`src/rtl/if_id_buffer.sv`:
```
// Two-entry IF/ID buffer: captures fetched {pc, inst} pairs and hands them to decode with fields pre-split.
// Latency 1 cycle from push to id_* visibility, with no bypass path.
// Backpressure: if_ready drops when both entries are full and is decoded from registers only.
module if_id_buffer #(
    parameter int                ADDR_W   = 32,
    parameter int                INST_W   = 32,
    parameter logic [INST_W-1:0] NOP_INST = '0
) (
    input  logic              clk,
    input  logic              rst,
    input  logic              flush,
    input  logic              if_valid,
    input  logic [ADDR_W-1:0] if_pc,
    input  logic [INST_W-1:0] if_inst,
    output logic              if_ready,
    output logic              id_valid,
    input  logic              id_ready,
    output logic [ADDR_W-1:0] id_pc,
    output logic [ADDR_W-1:0] id_pc_plus4,
    output logic [INST_W-1:0] id_inst,
    output logic [5:0]        id_opcode,
    output logic [4:0]        id_rs,
    output logic [4:0]        id_rt,
    output logic [4:0]        id_rd,
    output logic [4:0]        id_shamt,
    output logic [5:0]        id_funct,
    output logic [15:0]       id_imm,
    output logic [25:0]       id_target,
    output logic [1:0]        occupancy,
    output logic [7:0]        flush_drops
);

    typedef struct packed {
        logic [ADDR_W-1:0] pc;
        logic [INST_W-1:0] inst;
    } entry_t;

    entry_t     head;
    entry_t     tail;
    entry_t     in_entry;
    logic       push;
    logic       pop;
    logic [8:0] drops_sum;
    logic [7:0] drops_nxt;

    assign if_ready = (occupancy != 2'd2);
    assign id_valid = (occupancy != 2'd0);
    assign push     = if_valid && if_ready;
    assign pop      = id_valid && id_ready;

    assign in_entry.pc   = if_pc;
    assign in_entry.inst = if_inst;

    assign drops_sum = {1'b0, flush_drops} + {7'd0, occupancy};
    assign drops_nxt = drops_sum[8] ? 8'hFF : drops_sum[7:0];

    always_ff @(posedge clk) begin
        if (rst) begin
            occupancy   <= 2'd0;
            head        <= '0;
            tail        <= '0;
            flush_drops <= 8'd0;
        end else if (flush) begin
            // Flush wins over any same-cycle push/pop; the pushed pair is simply lost.
            occupancy   <= 2'd0;
            flush_drops <= drops_nxt;
        end else begin
            case (occupancy)
                2'd0: begin
                    if (push) begin
                        head      <= in_entry;
                        occupancy <= 2'd1;
                    end
                end
                2'd1: begin
                    if (push && pop) begin
                        head <= in_entry;
                    end else if (push) begin
                        tail      <= in_entry;
                        occupancy <= 2'd2;
                    end else if (pop) begin
                        occupancy <= 2'd0;
                    end
                end
                2'd2: begin
                    if (pop) begin
                        head      <= tail;
                        occupancy <= 2'd1;
                    end
                end
                default: occupancy <= 2'd0;
            endcase
        end
    end

    // Head pc is left untouched on the final pop, so id_pc keeps its last value while empty.
    assign id_pc       = head.pc;
    assign id_pc_plus4 = head.pc + ADDR_W'(4);
    assign id_inst     = id_valid ? head.inst : NOP_INST;

    assign id_opcode = id_inst[31:26];
    assign id_rs     = id_inst[25:21];
    assign id_rt     = id_inst[20:16];
    assign id_rd     = id_inst[15:11];
    assign id_shamt  = id_inst[10:6];
    assign id_funct  = id_inst[5:0];
    assign id_imm    = id_inst[15:0];
    assign id_target = id_inst[25:0];

endmodule

```
`config.mk`:
```
export PLATFORM = sky130hd
export DESIGN_NAME = if_id_buffer
export DESIGN_NICKNAME = d
export VERILOG_FILES = /design/src/rtl/if_id_buffer.sv
export SDC_FILE = /design/constraint.sdc
export NUM_CORES = 1
export LEC_CHECK = 0
export ABC_AREA = 1
export CORE_ASPECT_RATIO = 0.9
export CORE_MARGIN = 4
export CORE_UTILIZATION = 40
export DETAILED_ROUTE_END_ITERATION = 16
export GPL_ROUTABILITY_DRIVEN = 0
export GPL_TIMING_DRIVEN = 0
export PLACE_DENSITY = 0.81
export SYNTH_ARGS = -nofsm -noshare
export SYNTH_HDL_FRONTEND = slang
export SYNTH_SLANG_ARGS = --single-unit
```
`constraint.sdc`:
```
create_clock -name clk -period 1.91 [get_ports clk]
set_input_delay 0.2865 -clock clk [delete_from_list [all_inputs] [get_ports clk]]
set_output_delay 0.2865 -clock clk [all_outputs]
set_load 0.005 [all_outputs]
```
Logic cells by family:
(2 px per µm)
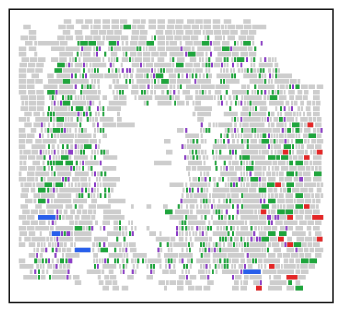
family	colour	cells	most used
NOR gates	green	345	nor2_1
XOR/XNOR gates	red	15	xor2_1
inverters	purple	153	inv_1
adder and majority cells	blue	4	ha_4

Placed standard cells:
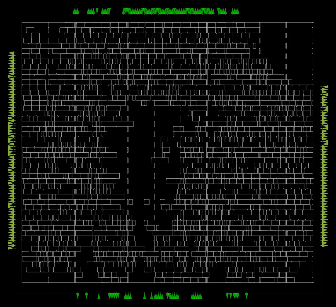
Seq Cell Count: 138
# Taps: 286

Signal metal coverage by tile:
(1.5 px per µm) 32 x 29 tiles, from dark purple (low) to yellow (high), scaled to the fullest tile. Values are wire area over tile area, all layers added.
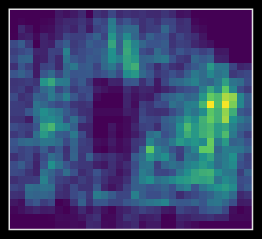
tiles over half the peak	7.5%
nearly empty tiles	11%
mean over tiles	0.25

metrics by stage:
step	total power, mW	setup TNS (ns)	hold slack [ns]	worst slack [ns]
2_1_floorplan	3.81	0	0.365	0.280
3_3_place_gp	4.39	-42.04	0.463	-0.591
3_5_place_dp	4.41	-43.39	0.473	-0.604
4_1_cts	8.17	-8.24	0.154	-0.202
5_1_grt	8.57	-16.21	0.190	-0.284
6_report	8.28	-10.95	0.161	-0.236
area by class of cell:
class,count,area share [%]
Antenna cell,3,0.0530
Buffer,158,9.54
Clock buffer,21,3.32
Clock inverter,11,1.18
Inverter,153,4.15
Multi-Input combinational cell,966,33.5
Sequential cell,138,20.2
Tap cell,286,2.52
Timing Repair Buffer,370,25.6
registers in the layout (all words and copies together), names as in the netlist:
register	flops
flush_drops	8
id_pc	32
occupancy	2
tail	64
head	32
==> Changelog: implementation <==
## Flow update

- Gate power share: 18.9%
- Reg2reg start: occupancy[0]
- Root Driver: clkbuf_16
- Fin crit share: 112%
- Post-DP Area: 11,300 µm²
- Finished Core Util: 68.2%
- Top cells by count: nand2_1 (492), nor2_1 (344), inv_1 (150)
- Mean routed wirelength per cell: 16.3 µm
- Post-synthesis mux area share: 0%
- Failing checks: setup timing
- Hold path endpoint: flush_drops[3]
- Crit. path cell count: 8
- CP delay by family, top: buffers and inverters
- Post-CTS Setup Repair Bufs: 107
- 1st-pass router iterations: 7
- Worst Skew: 0.0133 ns
- Top Layout Cells: nand2_1 (449), nor2_1 (272), buf_6 (214), inv_1 (145)
- Status: finished with violations
- Top Usage Layer GRT: met2
- Biggest consumer: clock
- M1 WL: 12.8 mm
- Most numerous logic cell after layout: nand2_1
- Yosys top cell area share: 32.7%
- Global-route usage over all layers: 25.9%
- Top sig layer: met4
- Unique cell types: 25
- # placed instances: 1,967
- Layout area overhead: 67.8%
- First-pass GRT wire length: 50.3 mm
- Slew Viols, Final: 0
- Final Hold Violation Tally: 0
- Met3 WL: 2.68 mm
- Setup ws final: -0.236 ns
- Slowest-stage cell, CP: dfxtp_4
- Crit path kind: flop to primary output
- GR Util met1: 30.1%
- Post-DRT Antenna Nets: 0
- Die width: 161 µm
- Worst Hold Launch: rst
- Hold Path Depth: 2
- Fraction of layout cells with a size suffix above 1: 32.5%
- CP Capture Type: primary output
- Final setup fails: 114
- Worst vdd ir: 0.618 mV
- Critical Path, Cell by Cell: ha_4 > nand3_4 > buf_6 > nor2_4 > buf_6 > nand3_4 > xor2_1 > buf_2
- Reg-to-reg slack, setup: 0.14 ns
- Met2 wire len: 16.7 mm
- Maxcap violations: 0
No activity file was given, so power comes from the tool's default toggle rates.
